Run 1, metal layers overlaid:
Scale bar: 20 um.
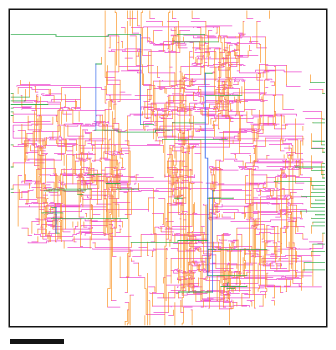
Run 1, wire density map:
Scale bar: 20 um. 23 x 23 tiles, from dark blue (low) to red (high), scaled to the fullest tile. Values are wire area over tile area, all layers added.
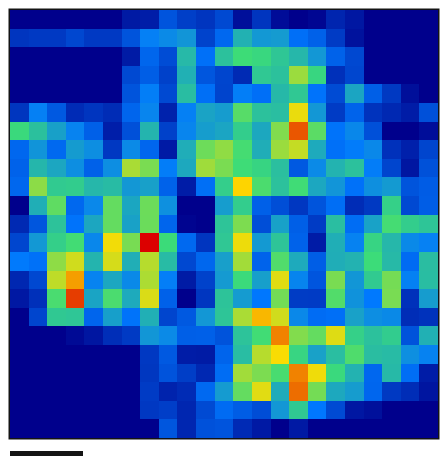
Run 1, sequential cells coloured by netlist name:
Scale bar: 20 um.
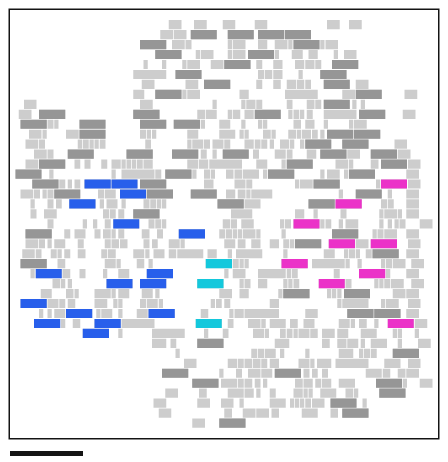
### src/rtl/tri_pkg.sv
// Shared constants for the triangle generator and its waveform monitor.
// Segment encoding matches the generator's state numbering.
package tri_pkg;

  localparam int unsigned DEF_DW = 9;

  localparam logic [1:0] SEG_RISE = 2'd0;
  localparam logic [1:0] SEG_HIGH = 2'd1;
  localparam logic [1:0] SEG_FALL = 2'd2;
  localparam logic [1:0] SEG_LOW  = 2'd3;

  // Monitor FSM: classified states carry the segment code in the low bits.
  localparam logic [2:0] ST_RISE = {1'b0, SEG_RISE};
  localparam logic [2:0] ST_HIGH = {1'b0, SEG_HIGH};
  localparam logic [2:0] ST_FALL = {1'b0, SEG_FALL};
  localparam logic [2:0] ST_LOW  = {1'b0, SEG_LOW};
  localparam logic [2:0] ST_INIT = 3'd4;

endpackage

### src/rtl/sat_cnt.sv
// Saturating up-counter: clear loads 1, increment stops at all-ones.
module sat_cnt #(
  parameter int unsigned CW = 16
) (
  input  logic          i_clk,
  input  logic          i_res,
  input  logic          i_clr,
  input  logic          i_inc,
  output logic [CW-1:0] o_q
);

  localparam logic [CW-1:0] One = {{(CW-1){1'b0}}, 1'b1};

  logic [CW-1:0] r_cnt;

  always_ff @(posedge i_clk) begin
    if (i_res) begin
      r_cnt <= '0;
    end else if (i_clr) begin
      r_cnt <= One;
    end else if (i_inc && (r_cnt != '1)) begin
      r_cnt <= r_cnt + One;
    end
  end

  assign o_q = r_cnt;

endmodule

### src/rtl/tri_wave_mon.sv
// Triangle waveform monitor: classifies sample steps into segments and measures
// segment lengths, peak/floor levels, full-cycle period and illegal slope steps.
module tri_wave_mon
  import tri_pkg::*;
#(
  parameter int unsigned DW = DEF_DW,
  parameter int unsigned CW = 16
) (
  input  logic          clk,
  input  logic          res,
  input  logic [DW-1:0] d_in,
  output logic          seg_vld,
  output logic [1:0]    seg,
  output logic          seg_chg,
  output logic [CW-1:0] seg_len,
  output logic [DW-1:0] peak,
  output logic [DW-1:0] floor,
  output logic [CW-1:0] period,
  output logic          period_vld,
  output logic          step_err
);

  localparam logic signed [DW:0] W_ONE  = {{DW{1'b0}}, 1'b1};
  localparam logic signed [DW:0] W_MONE = '1;

  logic [2:0]    r_state;
  logic          r_primed;
  logic          r_per_arm;
  logic [DW-1:0] r_d_prev;
  logic          r_seg_vld;
  logic [1:0]    r_seg;
  logic          r_seg_chg;
  logic [CW-1:0] r_seg_len;
  logic [DW-1:0] r_peak;
  logic [DW-1:0] r_floor;
  logic [CW-1:0] r_period;
  logic          r_period_vld;
  logic          r_step_err;

  logic signed [DW:0] w_delta;
  logic               w_big;
  logic [1:0]         w_cls;
  logic               w_classify;
  logic               w_first;
  logic               w_change;
  logic               w_same;
  logic               w_rise_entry;
  logic [CW-1:0]      w_len_q;
  logic [CW-1:0]      w_per_q;

  assign w_delta = signed'({1'b0, d_in}) - signed'({1'b0, r_d_prev});
  assign w_big   = (w_delta > W_ONE) || (w_delta < W_MONE);

  // Flat steps inherit the level (top/bottom) of the slope they follow; INIT counts as bottom.
  always_comb begin
    w_cls = SEG_LOW;
    if (w_delta > 0) begin
      w_cls = SEG_RISE;
    end else if (w_delta < 0) begin
      w_cls = SEG_FALL;
    end else if ((r_state == ST_RISE) || (r_state == ST_HIGH)) begin
      w_cls = SEG_HIGH;
    end
  end

  // INIT spends one cycle capturing d_prev, the next cycle is the first classification.
  assign w_first      = (r_state == ST_INIT) && r_primed;
  assign w_classify   = (r_state != ST_INIT) || r_primed;
  assign w_same       = w_classify && !w_first && (w_cls == r_state[1:0]);
  assign w_change     = w_classify && !w_first && (w_cls != r_state[1:0]);
  assign w_rise_entry = w_classify && (w_cls == SEG_RISE) &&
                        (w_first || (r_state[1:0] != SEG_RISE));

  sat_cnt #(
    .CW(CW)
  ) u_len_cnt (
    .i_clk(clk),
    .i_res(res),
    .i_clr(w_first || w_change),
    .i_inc(w_same),
    .o_q  (w_len_q)
  );

  sat_cnt #(
    .CW(CW)
  ) u_per_cnt (
    .i_clk(clk),
    .i_res(res),
    .i_clr(w_rise_entry),
    .i_inc(w_classify && !w_rise_entry),
    .o_q  (w_per_q)
  );

  always_ff @(posedge clk) begin
    if (res) begin
      r_state      <= ST_INIT;
      r_primed     <= 1'b0;
      r_per_arm    <= 1'b0;
      r_d_prev     <= '0;
      r_seg_vld    <= 1'b0;
      r_seg        <= '0;
      r_seg_chg    <= 1'b0;
      r_seg_len    <= '0;
      r_peak       <= '0;
      r_floor      <= '0;
      r_period     <= '0;
      r_period_vld <= 1'b0;
      r_step_err   <= 1'b0;
    end else begin
      r_seg_chg    <= 1'b0;
      r_period_vld <= 1'b0;
      r_d_prev     <= d_in;
      if (r_state == ST_INIT) begin
        r_primed <= 1'b1;
      end
      if (w_classify) begin
        r_state   <= {1'b0, w_cls};
        r_seg     <= w_cls;
        r_seg_vld <= 1'b1;
        if (w_change) begin
          r_seg_chg <= 1'b1;
          r_seg_len <= w_len_q;
          if (r_state == ST_RISE) begin
            r_peak <= r_d_prev;
          end
          if (r_state == ST_FALL) begin
            r_floor <= r_d_prev;
          end
        end
        if (w_rise_entry) begin
          if (r_per_arm) begin
            r_period     <= w_per_q;
            r_period_vld <= 1'b1;
          end
          r_per_arm <= 1'b1;
        end
        if (w_big) begin
          r_step_err <= 1'b1;
        end
      end
    end
  end

  assign seg_vld    = r_seg_vld;
  assign seg        = r_seg;
  assign seg_chg    = r_seg_chg;
  assign seg_len    = r_seg_len;
  assign peak       = r_peak;
  assign floor      = r_floor;
  assign period     = r_period;
  assign period_vld = r_period_vld;
  assign step_err   = r_step_err;

endmodule

### config.mk
export PLATFORM = sky130hd
export DESIGN_NAME = tri_wave_mon
export DESIGN_NICKNAME = d
export VERILOG_FILES = /design/src/rtl/tri_pkg.sv /design/src/rtl/sat_cnt.sv /design/src/rtl/tri_wave_mon.sv
export SDC_FILE = /design/constraint.sdc
export NUM_CORES = 1
export LEC_CHECK = 0
export CAP_MARGIN = 30
export CORE_UTILIZATION = 35
export DETAILED_ROUTE_END_ITERATION = 10
export HOLD_SLACK_MARGIN = 0.03
export PLACE_DENSITY = 0.59
export SLEW_MARGIN = 15
export SYNTH_ARGS = -nofsm -noshare
export SYNTH_HDL_FRONTEND = slang
export SYNTH_SLANG_ARGS = --single-unit
### constraint.sdc
create_clock -name clk -period 4.3 [get_ports clk]
set_input_delay 0.645 -clock clk [delete_from_list [all_inputs] [get_ports clk]]
set_output_delay 0.645 -clock clk [all_outputs]
set_load 0.005 [all_outputs]
==> impl_metrics.toml, run 1 <==
# implementation run metrics
[grt]
grt_pass1_wl_mm = 18.3
overflow = 0

[detailed_routing]
drc = 0
drt_iter0_drc = 202
vias_per_cell = 5.10

[setup_path]
crit_buf_inv = 3
path_delay_family = "simple AND/OR/NAND/NOR gates"
path_cells = "clkdlybuf4s50_1, inv_1, ha_1, fa_1, and2b_1, o22a_2, mux2i_1, or3_1, nor4_4, buf_4, mux2i_1, a21oi_4, mux2i_1, nor2_1"
cpMaxStageDelayCell = "a21oi_4"
cp_num_cells = 14
critPathMaxFanout = 17
crit_path_end_kind = "flip-flop"
critPathLaunchType = "input port"
r2r-end = "seg_len[4]"
critPathLaunch = "d_in[0]"
cp.arrival_ns = 4.19

[sta]
hold_viol_final = 0
fin_crit_ns = 3.98
fin_ws_ns = 0.323
max_freq_mhz = 251
finalSetupViolCount = 0

[synthesis]
ys_area_um2 = 4620
synthCells = 549
synth-edff-count = 0
largest_area_cell = "dfxtp_1"
ys_types = 57
syn-cell-area_um2 = 4620

[placement]
pre_cts_ws_ns = -0.0599
gp_congestion = 0.801
placed_cells = 770

[floorplanning]
dieHeight_um = 117
io_pins = 67
core_area_um2 = 12700
dieArea_um2 = 13700
num_rows = 41

[final_layout]
area.growth.synth_to_final_pct = 24.6

[status]
status = "completed"

[cts]
cts_tree = "done"
cts_resized = 0
cts-root-buf = "clkbuf_16"

[hold_path]
hp-class = "reg -> reg"

[power_and_ir_drop]
ir_worst_vdd_mv = 0.183
p_leak_nw = 2.00
## Picture notes: 'metal layers overlaid'
blue -> M4  # wire length 180 um
orange -> M2  # wire length 5,290 um
green -> M3  # wire length 535 um
magenta -> M1  # wire length 5,000 um
Tot GR Track Use: 17.3%
drt wl/cell: 14.0 um

## Picture notes: 'wire density map'
emptiest ninth of the die = lower left
fullest tile = 0.50
densest ninth of the die = middle left
mean over tiles = 0.13
final wirelength: 11.0 mm
via count: 4,010

## Picture notes: 'sequential cells coloured by netlist name'
cyan -> r_state  # flops 3
blue -> u_per_cnt.o_q  # flops 16
magenta -> floor  # flops 9, where middle right
not coloured = 72
fin util: 45.3%
Seq. cell area: 2000 um2
register share of the cell area: 34.8%
seq pwr: 979 uW

==> run 1: cell usage in the layout, fill, tap and decap left out, drive strengths merged, types with 9 or more instances in the layout <==
cell and count:
a21oi 58, buf 14, clkbuf 10, clkdlybuf4s50 65, dfxtp 100, ha 11
inv 21, mux2i 23, nand2 46, nand3 32, nor2 95, nor2b 9
nor3 9, nor4 12, o21ai 11, xnor2 19
==> run 1: where the power goes <==
| part | internal [mW] | switching, mW |
|---|---|---|
| Sequential | 0.949 | 0.0298 |
| Combinational | 0.129 | 0.186 |
| Clock | 0.404 | 0.375 |
==> run 1: sequential cells by signal (all words and copies together), names as in the netlist, 3 cells and up <==
name,cells
period,16
seg_len,16
u_len_cnt.o_q,16
u_per_cnt.o_q,16
floor,9
peak,9
r_d_prev,9
r_state,3
==> run 1: worst min-delay path, cell delays in order, from the launching register on <==
cell and delay (ns):
dfxtp_1 0.31, inv_1 0.04, a21oi_1 0.05
==> run 1: stage by stage <==
step	utilization (%)	TNS (ns)	hold slack (ns)	cell area (um2)
finish	45.3	0	0.453	5760
global route	45.3	0	0.474	5760
CTS	45.3	0	0.460	5760
detailed placement	43.0	-0.485	0.449	5470
global placement	43.0	0	0.439	5470
floorplan	-	0	0.442	4620
==> run 1: routing by layer <==
layer	wire length (um)	GRT usage (%)	up-vias
met5	0	0	-
met3	534	4.17	14
met2	5290	29.9	94
met4	180	6.16	0
li1	-	-	2020
met1	5000	20.9	1882
==> run 1: logic make-up (layout without fill, tap and decap cells) <==
group                      after synthesis  in the layout  synth area share, %
DFF                                    100            100                 43.3
adders and majority gates               12             12                 3.41
buffers and inverters                   48            113                 4.36
xor gates and xnor gates                24             24                 4.55
AOI/OAI and AO/OA                      100            100                 14.2
muxes                                   23             23                 4.98
and+or+nand+nor                        242            242                 25.1
==> run 1: cell usage after synthesis (2+ instances only) <==
| master | number |
|---|---|
| dfxtp_1 | 100 |
| nor2_1 | 95 |
| a21oi_1 | 57 |
| nand2_1 | 46 |
| nand3_1 | 32 |
| mux2i_1 | 23 |
| clkbuf_1 | 20 |
| xnor2_1 | 19 |
| inv_1 | 18 |
| ha_1 | 11 |
| nor4_1 | 11 |
| o21ai_0 | 10 |
| nor2b_1 | 9 |
| nor3_1 | 8 |
| and3_1 | 6 |
| o31ai_1 | 6 |
| or2_2 | 6 |
| or3_1 | 6 |
| or4_1 | 5 |
| xor2_1 | 5 |
| buf_2 | 4 |
| nand2b_1 | 4 |
| a211oi_2 | 3 |
| o2111ai_1 | 3 |
| o21bai_1 | 3 |
| a211oi_1 | 2 |
| a21boi_0 | 2 |
| and2b_1 | 2 |
| buf_1 | 2 |
| buf_4 | 2 |
| nand4_1 | 2 |
| o2111a_1 | 2 |
==> run 1: final cells by class <==
| type | instances | area [um2] |
|---|---|---|
| Fill cell | 1282 | 6960 |
| Multi-Input combinational cell | 401 | 2420 |
| Sequential cell | 100 | 2000 |
| Timing Repair Buffer | 79 | 766 |
| Clock buffer | 10 | 229 |
| Tap cell | 172 | 215 |
| Inverter | 18 | 67.6 |
| Clock inverter | 6 | 55.1 |
--- run 2 (diff from run 1) ---
ABC_CLOCK_PERIOD_IN_PS = 4300   (was default)
==> run 2 against run 1 <==
Against the previous run:
- flip-flop count unchanged
- first-iteration DRC count unchanged
- critical path depth unchanged
- die area unchanged
- clock power about the same
- core utilization unchanged
- maximum frequency unchanged
- routed wire length unchanged
- via count unchanged
- area after synthesis unchanged
==> impl_metrics.toml, run 2 <==
# implementation run metrics
[status]
status = "completed"

[detailed_routing]
drt_iter0_drc = 202
vias = 4010
drt_wl_total_mm = 11.0
drc = 0
vias_per_cell = 5.10

[cts]
cts-root-buf = "clkbuf_16"
path_clk_slew_ns = 0.07
cts_tree = "done"
cts_resized = 0

[setup_path]
cpMaxStageDelayCell = "a21oi_4"
path_cells = "clkdlybuf4s50_1, inv_1, ha_1, fa_1, and2b_1, o22a_2, mux2i_1, or3_1, nor4_4, buf_4, mux2i_1, a21oi_4, mux2i_1, nor2_1"
critPathMaxFanout = 17
cp.arrival_ns = 4.19
path_delay_family = "simple AND/OR/NAND/NOR gates"
cp_num_cells = 14
critPathLaunchType = "input port"
crit_buf_inv = 3

[sta]
setup_tns_ns = 0
report.final.slew_viol_count = 0
holdWs_ns = 0.453
hold_viol_final = 0
fin_crit_ns = 3.98
max_freq_mhz = 251
finalSetupViolCount = 0

[final_layout]
area.growth.synth_to_final_pct = 24.6
final_common_cell = "dfxtp_1"
lay_top_cells = "dfxtp_1, nor2_1, clkdlybuf4s50_1, a21oi_1, nand2_1"

[synthesis]
ys_types = 57
common_cells = "dfxtp_1, nor2_1, a21oi_1"
ys_area_um2 = 4620
largest_area_cell = "dfxtp_1"
synthCells = 549
avgSynthCellArea_um2 = 8.41
top_cell = "dfxtp_1"
synth-edff-count = 0

[floorplanning]
io_pins = 67
dieHeight_um = 117
dieArea_um2 = 13700

[placement]
gp_congestion = 0.801
placed_area_um2 = 5470

[power_and_ir_drop]
p_leak_nw = 2.00
clkPwrFrac_pct = 37.6
swShare_pct = 28.5
seqPwrFrac_pct = 47.2
p_switching_uw = 591
internal_power_mw = 1.48
p_comb_share_pct = 15.2
ir_worst_vdd_mv = 0.183

[grt]
groute.usage.overall_pct = 17.3
grt_pass1_wl_mm = 18.3
overflow = 0

[hold_path]
hp-class = "reg -> reg"
run 2: cell counts after synthesis:
Identical to the previous run, type by type.
run 2: power groups by stage:
stage | Sequential (mW) | Combinational [mW] | Clock [mW]
detailed placement | 1.00 | 0.315 | 0
CTS | 0.979 | 0.317 | 0.804
global placement | 1.00 | 0.308 | 0
global route | 0.984 | 0.348 | 0.839
finish | 0.979 | 0.315 | 0.779
floorplan | 0.988 | 0.232 | 0
run 2: cell type report:
type,instances,area (um2)
clock inverters,6,55.1
clock buffers,10,229
flip-flops and latches,100,2000
repair buffers,79,766
multi-input cells,401,2420
inverters,18,67.6
well taps,172,215
fillers,1282,6960
run 2: kinds of logic (layout without fill, tap and decap cells):
| group | after synthesis | count (layout) | share of synthesized area (%) |
|---|---|---|---|
| flip-flops | 100 | 100 | 43.3 |
| adder cells (fa/ha/maj) | 12 | 12 | 3.41 |
| AND/OR/NAND/NOR | 242 | 242 | 25.1 |
| XOR/XNOR | 24 | 24 | 4.55 |
| buffers and inverters | 48 | 113 | 4.36 |
| AND-OR/OR-AND | 100 | 100 | 14.2 |
| multiplexers | 23 | 23 | 4.98 |
run 2: tightest hold or removal path, cell delays in order, from the launching register on:
cell,delay [ns]
dfxtp_1,0.31
inv_1,0.04
a21oi_1,0.05
run 2: metal layers:
metal / up-vias / wire length [um] / GRT usage (%)
met5: - / 0 / 0
met4: 0 / 180 / 6.16
met3: 14 / 534 / 4.17
met2: 94 / 5290 / 29.9
met1: 1882 / 5000 / 20.9
li1: 2020 / - / -
run 2: final timing paths:
path | start | endpoint | slack, ns
setup / recovery | d_in[0] | seg_len[4] | 0.32
hold / removal | seg_vld | seg_vld | 0.45
setup reg to reg | r_d_prev[0] | seg_len[4] | 0.79
hold reg to reg | seg_vld | seg_vld | 0.45
run 2: metrics by stage:
stage	power (mW)	instances	util (%)	worst slack [ns]
3_5_place_dp	1.32	770	43.0	-0.0599
6_report	2.07	786	45.3	0.323
5_1_grt	2.17	786	45.3	0.0548
4_1_cts	2.10	786	45.3	0.296
2_1_floorplan	1.22	549	-	0.754
3_3_place_gp	1.31	770	43.0	0.00924
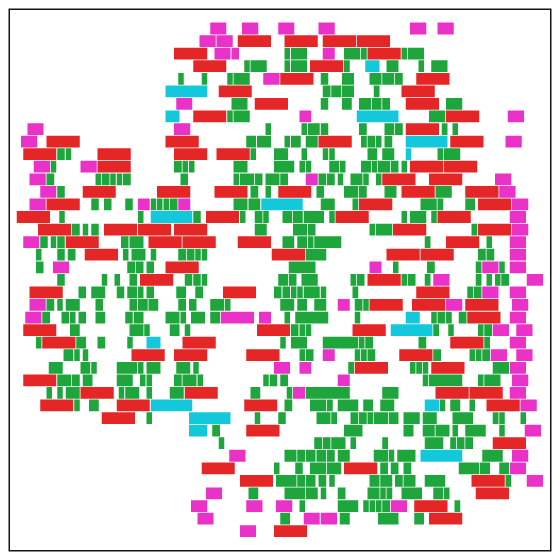
Run 2: cells coloured by class
red -> registers  # cells 100
cyan -> clock drivers and dummy loads  # cells 16
magenta -> remaining buffers and delay cells  # cells 79
green -> remaining logic cells  # cells 419
Std-Cell Rows: 41
Core Footprint: 12,700 um2
Design Area, Final: 5760 um2

Power and IR drop assume default switching activity.
